Fig. 1: sequential cells grouped by signal name
Scale: 1 px per um. Other sequential cells in the stronger gray, the rest of the logic in the fainter gray.
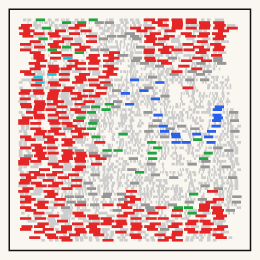
Fig. 2: ports around the boundary
Scale: 2 px per um. Pins as bars across the die edge, other pins in gray.
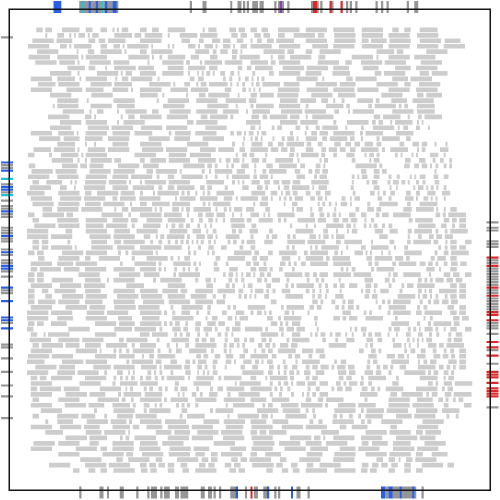
Fig. 3: routing congestion map
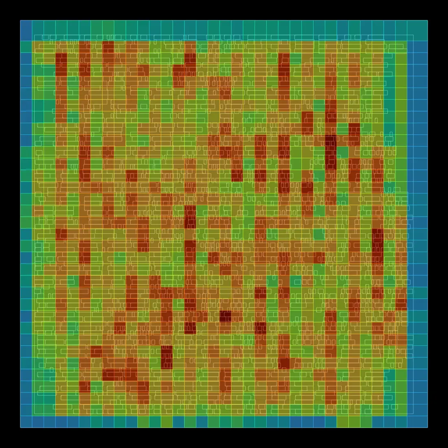
Fig. 4: zoomed window
Region (107, 59) to (132, 84) um. Cells in gray, sequential cells in the stronger gray; small squares are vias.
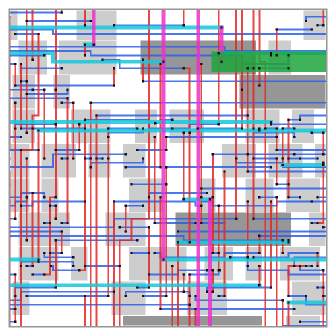
===== config.mk =====
export PLATFORM = sky130hd
export DESIGN_NAME = sd_read_sequencer
export DESIGN_NICKNAME = d
export VERILOG_FILES = /design/src/rtl/sd_read_seq_pkg.sv /design/src/rtl/sd_read_seq_desc_fifo.sv /design/src/rtl/sd_read_sequencer.sv
export SDC_FILE = /design/constraint.sdc
export NUM_CORES = 1
export LEC_CHECK = 0
export CAP_MARGIN = 20
export CELL_PAD_IN_SITES_DETAIL_PLACEMENT = 1
export CELL_PAD_IN_SITES_GLOBAL_PLACEMENT = 1
export CORE_MARGIN = 8
export CORE_UTILIZATION = 48
export DETAILED_ROUTE_END_ITERATION = 10
export PLACE_DENSITY_LB_ADDON = 0.12
export SYNTH_ARGS = -nofsm -noshare
export SYNTH_HDL_FRONTEND = slang
export SYNTH_SLANG_ARGS = --single-unit
export TNS_END_PERCENT = 5

===== constraint.sdc =====
create_clock -name aclk -period 5.1 [get_ports aclk]
set_clock_uncertainty 0.1 [all_clocks]
set_input_delay 0.765 -clock aclk [delete_from_list [all_inputs] [get_ports aclk]]
set_output_delay 0.765 -clock aclk [all_outputs]
set_load 0.01 [all_outputs]

===== src/rtl/sd_read_seq_pkg.sv =====
// sd_read_seq_pkg: descriptor, state and status types shared by the SD read sequencer
package sd_read_seq_pkg;
    localparam int SECTOR_SHIFT = 9;

    typedef struct packed {
        logic [31:0] dstaddr;
        logic [31:0] sector;
        logic [22:0] count;
        logic [3:0]  tag;
    } desc_t;

    typedef enum logic [2:0] {
        S_IDLE,
        S_ISSUE,
        S_WAIT_BUSY,
        S_WAIT_DONE,
        S_CMPL
    } state_t;

    typedef enum logic [1:0] {
        ST_OK      = 2'd0,
        ST_ERR     = 2'd1,
        ST_ABORT   = 2'd2,
        ST_TIMEOUT = 2'd3
    } status_t;

    function automatic logic [22:0] chunk_of(input logic [22:0] remaining, input logic [22:0] limit);
        return remaining < limit ? remaining : limit;
    endfunction
endpackage


===== src/rtl/sd_read_seq_desc_fifo.sv =====
// sd_read_seq_desc_fifo: synchronous descriptor FIFO with registered count and a whole-queue flush
module sd_read_seq_desc_fifo
    import sd_read_seq_pkg::*;
#(
    parameter int DEPTH = 4
) (
    input  logic  aclk,
    input  logic  aresetn,
    input  logic  flush,
    input  logic  push,
    input  logic  pop,
    input  desc_t din,
    output desc_t dout,
    output logic  full,
    output logic  empty
);
    localparam int AW = $clog2(DEPTH);

    desc_t         mem [DEPTH];
    logic [AW-1:0] wr_ptr, rd_ptr;
    logic [AW:0]   count;
    logic          do_push, do_pop;

    assign full    = count == (AW+1)'(DEPTH);
    assign empty   = count == '0;
    assign do_push = push && !full && !flush;
    assign do_pop  = pop && !empty && !flush;
    assign dout    = mem[rd_ptr];

    // pointers and occupancy; flush discards everything queued
    always_ff @(posedge aclk or negedge aresetn)
        if (!aresetn) begin
            wr_ptr <= '0;
            rd_ptr <= '0;
            count  <= '0;
        end else if (flush) begin
            wr_ptr <= '0;
            rd_ptr <= '0;
            count  <= '0;
        end else begin
            if (do_push) wr_ptr <= wr_ptr + AW'(1);
            if (do_pop) rd_ptr <= rd_ptr + AW'(1);
            count <= count + (AW+1)'(do_push) - (AW+1)'(do_pop);
        end

    // descriptor storage
    always_ff @(posedge aclk)
        if (do_push) mem[wr_ptr] <= din;
endmodule


===== src/rtl/sd_read_sequencer.sv =====
// sd_read_sequencer: splits queued SD read descriptors into controller-sized runs and reports completions.
// Build macro SD_READ_SEQ_TIMEOUT_EN adds a watchdog that ends a stuck run with TIMEOUT status.
module sd_read_sequencer
    import sd_read_seq_pkg::*;
#(
    parameter int DEPTH          = 4,
    parameter int CHUNK_SECTORS  = 128,
    parameter int TIMEOUT_CYCLES = 1 << 24
) (
    input  logic        aclk,
    input  logic        aresetn,
    input  logic        desc_valid,
    output logic        desc_ready,
    input  logic [31:0] desc_dstaddr,
    input  logic [31:0] desc_sector,
    input  logic [22:0] desc_count,
    input  logic [3:0]  desc_tag,
    input  logic        abort,
    output logic        ctl_start,
    output logic [31:0] ctl_dstaddr,
    output logic [31:0] ctl_startsector,
    output logic [22:0] ctl_sectornum,
    input  logic        ctl_busy,
    input  logic        ctl_err,
    output logic        ctl_reset,
    output logic        cmpl_valid,
    input  logic        cmpl_ready,
    output logic [3:0]  cmpl_tag,
    output logic [1:0]  cmpl_status,
    output logic [22:0] cmpl_sectors
);
    localparam logic [22:0] CHUNK = 23'(CHUNK_SECTORS);

    state_t      state, state_nxt;
    status_t     status_nxt;
    desc_t       head;
    logic        fifo_full, fifo_empty, pop, running, chunk_ok, enter_cmpl;
    logic [22:0] remaining, rem_left;

    if (DEPTH < 2 || (DEPTH & (DEPTH - 1)) != 0 || CHUNK_SECTORS < 1 || CHUNK_SECTORS > (1 << 22)
        || TIMEOUT_CYCLES < 1) begin : g_bad_params
        $error("sd_read_sequencer: parameter out of range");
    end

    sd_read_seq_desc_fifo #(.DEPTH(DEPTH)) u_fifo (
        .aclk    (aclk),
        .aresetn (aresetn),
        .flush   (abort),
        .push    (desc_valid && desc_ready),
        .pop     (pop),
        .din     ({desc_dstaddr, desc_sector, desc_count, desc_tag}),
        .dout    (head),
        .full    (fifo_full),
        .empty   (fifo_empty)
    );

    assign desc_ready = running && !fifo_full && !abort;
    assign ctl_start  = state == S_ISSUE;
    assign cmpl_valid = state == S_CMPL;
    assign rem_left   = remaining - ctl_sectornum;
    assign chunk_ok   = state == S_WAIT_DONE && !ctl_busy && !ctl_err;
    assign enter_cmpl = state_nxt == S_CMPL && state != S_CMPL;

`ifdef SD_READ_SEQ_TIMEOUT_EN
    logic [31:0] wd_count;
    logic        wd_expired;

    assign wd_expired = ((state == S_WAIT_BUSY && !ctl_busy) || (state == S_WAIT_DONE && ctl_busy))
                        && wd_count == 32'(TIMEOUT_CYCLES - 1);

    // watchdog restarts on every state change, so each busy phase is timed separately
    always_ff @(posedge aclk or negedge aresetn)
        if (!aresetn) wd_count <= '0;
        else wd_count <= state_nxt != state ? '0 : wd_count + 32'd1;
`endif

    // next state and the status a run finishes with
    always_comb begin
        state_nxt  = state;
        status_nxt = ST_OK;
        pop        = 1'b0;
        case (state)
            S_IDLE: if (!fifo_empty && !abort) begin
                pop       = 1'b1;
                state_nxt = head.count == '0 ? S_CMPL : S_ISSUE;
            end
            S_ISSUE:     state_nxt = S_WAIT_BUSY;
            S_WAIT_BUSY: state_nxt = ctl_busy ? S_WAIT_DONE : S_WAIT_BUSY;
            S_WAIT_DONE: if (!ctl_busy) begin
                state_nxt  = ctl_err || rem_left == '0 || abort ? S_CMPL : S_ISSUE;
                status_nxt = ctl_err ? ST_ERR : rem_left == '0 ? ST_OK : ST_ABORT;
            end
            S_CMPL:      state_nxt = cmpl_ready ? S_IDLE : S_CMPL;
            default:     state_nxt = S_IDLE;
        endcase
`ifdef SD_READ_SEQ_TIMEOUT_EN
        if (wd_expired) begin
            state_nxt  = S_CMPL;
            status_nxt = ST_TIMEOUT;
        end
`endif
    end

    // state register
    always_ff @(posedge aclk or negedge aresetn)
        if (!aresetn) state <= S_IDLE;
        else state <= state_nxt;

    // run bookkeeping: load on pop, advance after each clean chunk, latch status and pulse reset on completion entry
    always_ff @(posedge aclk or negedge aresetn)
        if (!aresetn) begin
            running         <= 1'b0;
            ctl_reset       <= 1'b0;
            ctl_dstaddr     <= '0;
            ctl_startsector <= '0;
            ctl_sectornum   <= '0;
            remaining       <= '0;
            cmpl_tag        <= '0;
            cmpl_status     <= '0;
            cmpl_sectors    <= '0;
        end else begin
            running   <= 1'b1;
            ctl_reset <= enter_cmpl && (status_nxt == ST_ERR || status_nxt == ST_TIMEOUT);
            if (enter_cmpl) cmpl_status <= status_nxt;
            if (pop) begin
                ctl_dstaddr     <= head.dstaddr;
                ctl_startsector <= head.sector;
                ctl_sectornum   <= chunk_of(head.count, CHUNK);
                remaining       <= head.count;
                cmpl_tag        <= head.tag;
                cmpl_sectors    <= '0;
            end else if (chunk_ok) begin
                ctl_dstaddr     <= ctl_dstaddr + (32'(ctl_sectornum) << SECTOR_SHIFT);
                ctl_startsector <= ctl_startsector + 32'(ctl_sectornum);
                remaining       <= rem_left;
                cmpl_sectors    <= cmpl_sectors + ctl_sectornum;
                if (state_nxt == S_ISSUE) ctl_sectornum <= chunk_of(rem_left, CHUNK);
            end
        end
endmodule


==> out/qor.json <==
{
  "run_status": {"value": "completed"},
  "async_reset_ff_share": {"value": 29.3, "unit": "%"},
  "layout_cells_sized_above_1": {"value": 11.3, "unit": "%"},
  "critical_path_buf_inv_count": {"value": 2},
  "clk_path_buf_depth": {"value": 3},
  "postCtsSetupBuffers": {"value": 0},
  "simple_gate_area_share": {"value": 9.08, "unit": "%"},
  "pg_seq": {"value": 5.58, "unit": "mW"},
  "final_net_count": {"value": 2196},
  "finalInstanceArea": {"value": 28900, "unit": "um^2"},
  "power_density": {"value": 491, "unit": "nW/um^2"},
  "wl_met3": {"value": 4.45, "unit": "mm"},
  "netlist.top_cell.by_instances": {"value": "edfxtp_1"},
  "met3_usage": {"value": 5.22, "unit": "%"},
  "top_cells_by_count": {"value": "364 x edfxtp_1, 151 x dfrtp_1, 148 x nand2_1"},
  "antenna_violating_nets_post_route": {"value": 0},
  "post_synth_instance_area": {"value": 24000, "unit": "um^2"},
  "slowest_delay": {"value": 460, "unit": "ps"},
  "final.setup.worst_slack": {"value": 725, "unit": "ps"},
  "yosys-top-cells-area": {"value": "edfxtp_1 45%, dfrtp_1 16%, mux4_2 8.5%"},
  "net_switching": {"value": 4.79, "unit": "mW"},
  "top_layer_used": {"value": "met5"},
  "yosys_synthesis_warning_count": {"value": 0},
  "critical_path_arrival": {"value": 4810, "unit": "ps"},
  "timing_max_transition_violations_final": {"value": 0},
  "clk_pin_slew": {"value": 60, "unit": "ps"},
  "globalRouteMet1Util": {"value": 32.9, "unit": "%"},
  "p_clk": {"value": 4.00, "unit": "mW"},
  "comb_power_share": {"value": 32.6, "unit": "%"},
  "power.internal": {"value": 9.41, "unit": "mW"},
  "first_drt_pass_iteration_count": {"value": 5},
  "timing.critical_path.slowest_stage_cell": {"value": "dfrtp_1"},
  "layout_min_cycle_time": {"value": 4370, "unit": "ps"},
  "drc": {"value": 0},
  "p_seq_share": {"value": 39.3, "unit": "%"},
  "critical_path.endpoint_type": {"value": "flop"},
  "clock_tree.root_cell": {"value": "clkbuf_16"},
  "dieArea": {"value": 57500, "unit": "um^2"},
  "ys_sh_mux": {"value": 9.15, "unit": "%"},
  "grt_start_max_net_pins": {"value": 94},
  "placement_cell_area": {"value": 27100, "unit": "um^2"},
  "crit_chain": {"value": "ha_1 -> fa_1 -> nand2b_1 -> a21oi_1 -> o211a_1 -> nor2_1 -> xnor2_1 -> or4_1 -> nor4_1 -> nand4_2 -> buf_4 -> o21ai_4 -> buf_4 -> mux2i_1"},
  "synth_top_flop_cell": {"value": "edfxtp_1"},
  "area_of_the_multi_input_gates": {"value": 8860, "unit": "um^2"},
  "die_y": {"value": 240, "unit": "um"},
  "enable_flop_cells": {"value": 364},
  "grt_busiest_layer": {"value": "met2"},
  "coreArea": {"value": 49800, "unit": "um^2"},
  "finalSetupTns": {"value": 0, "unit": "ps"},
  "cts_max_level": {"value": 2},
  "area_growth": {"value": 20.3, "unit": "%"},
  "worstMarginPinSlew": {"value": 961, "unit": "ps"},
  "total_leakage_power": {"value": 10.8, "unit": "nW"},
  "cap_violations": {"value": 0},
  "num_io_pins": {"value": 218},
  "syn-mean-instance-area": {"value": 13.6, "unit": "um^2"},
  "hold_viol": {"value": 0},
  "power.share.clock": {"value": 28.2, "unit": "%"},
  "die-width": {"value": 240, "unit": "um"},
  "cts_tree": {"value": "done"},
  "synthAoiAreaFrac": {"value": 10.8, "unit": "%"},
  "number_of_buffers_inserted_for_hold_repair_after_clock_tree_synthesis": {"value": 0},
  "worst_rel_slew_slack": {"value": 34.3, "unit": "%"},
  "port-buffer-count": {"value": 217},
  "vias_in_the_first_global_route": {"value": 17400},
  "timing.setup.critical_path_class": {"value": "reg -> reg"},
  "fp_util": {"value": 48.3, "unit": "%"},
  "grt_pass1_wl": {"value": 108, "unit": "mm"},
  "dp_hpwl": {"value": 49.4, "unit": "mm"},
  "gr-total-overflow": {"value": 0},
  "maxClockFrequency": {"value": 229, "unit": "MHz"},
  "synth.cellmix.adderShare": {"value": 5.36, "unit": "%"},
  "placement.setup.worst_slack": {"value": 785, "unit": "ps"},
  "gr-usage-all-layers": {"value": 24.7, "unit": "%"},
  "drt-vias-per-instance": {"value": 5.95},
  "hold_path.class": {"value": "in -> async"},
  "routed-wl-met2": {"value": 33.9, "unit": "mm"},
  "yosys.area.top_type": {"value": "edfxtp_1"}
}
Notes on Fig. 1 above:
[green] ctl_dstaddr | placed flops: 32
[red] u_fifo.mem | placed flops: 364 | where: all over the die
[cyan] cmpl_tag | placed flops: 4 | where: upper left
[blue] ctl_sectornum | placed flops: 23

Notes on Fig. 2 above:
[blue] desc_dstaddr | pins: 32 | direction: input | edge: 14 left, 9 top, 9 bottom
[cyan] cmpl_tag | pins: 4 | direction: output | edge: 2 top, 2 left
[purple] ctl_reset | pins: 1 | direction: output | edge: top
[red] ctl_sectornum | pins: 23 | direction: output | edge: 18 right, 4 top, 1 bottom
all pins by edge: 64 bottom, 60 top, 47 left, 47 right

Notes on Fig. 3 above:
final core utilization: 58.1%
wire length per cell: 26.1 um

Notes on Fig. 4 above:
[blue] metal 1
[green] metal 5
[magenta] metal 4
[cyan] metal 3
[red] metal 2
netlist names of flops here include: ctl_startsector (2), ctl_dstaddr (1)
cells with their middle in the window: 39
most frequent: a21o_1 (5), a21oi_1 (5)
sequential cells in the window: 3

==> path summary, 6_finish.rpt <==
path	startpoint	endpoint	slack [ps]	depth (start not counted)
max	ctl_sectornum[0]	ctl_sectornum[5]	730	14
min	aresetn	cmpl_sectors[16]	80	1
max reg2reg	ctl_sectornum[0]	ctl_sectornum[5]	730	14
min reg2reg	ctl_dstaddr[8]	ctl_dstaddr[8]	380	2
max in group asynchronous	aresetn	ctl_startsector[3]	3640	2
min in group aclk	ctl_dstaddr[8]	ctl_dstaddr[8]	380	2
==> area by class of cell <==
class | count | share of cell area, %
Sequential cell | 515 | 50.9
Inverter | 61 | 0.796
Timing Repair Buffer | 245 | 8.54
Antenna cell | 1 | 0.00865
Clock buffer | 74 | 5.21
Multi-Input combinational cell | 1121 | 30.6
Tap cell | 672 | 2.91
Clock inverter | 27 | 1.02
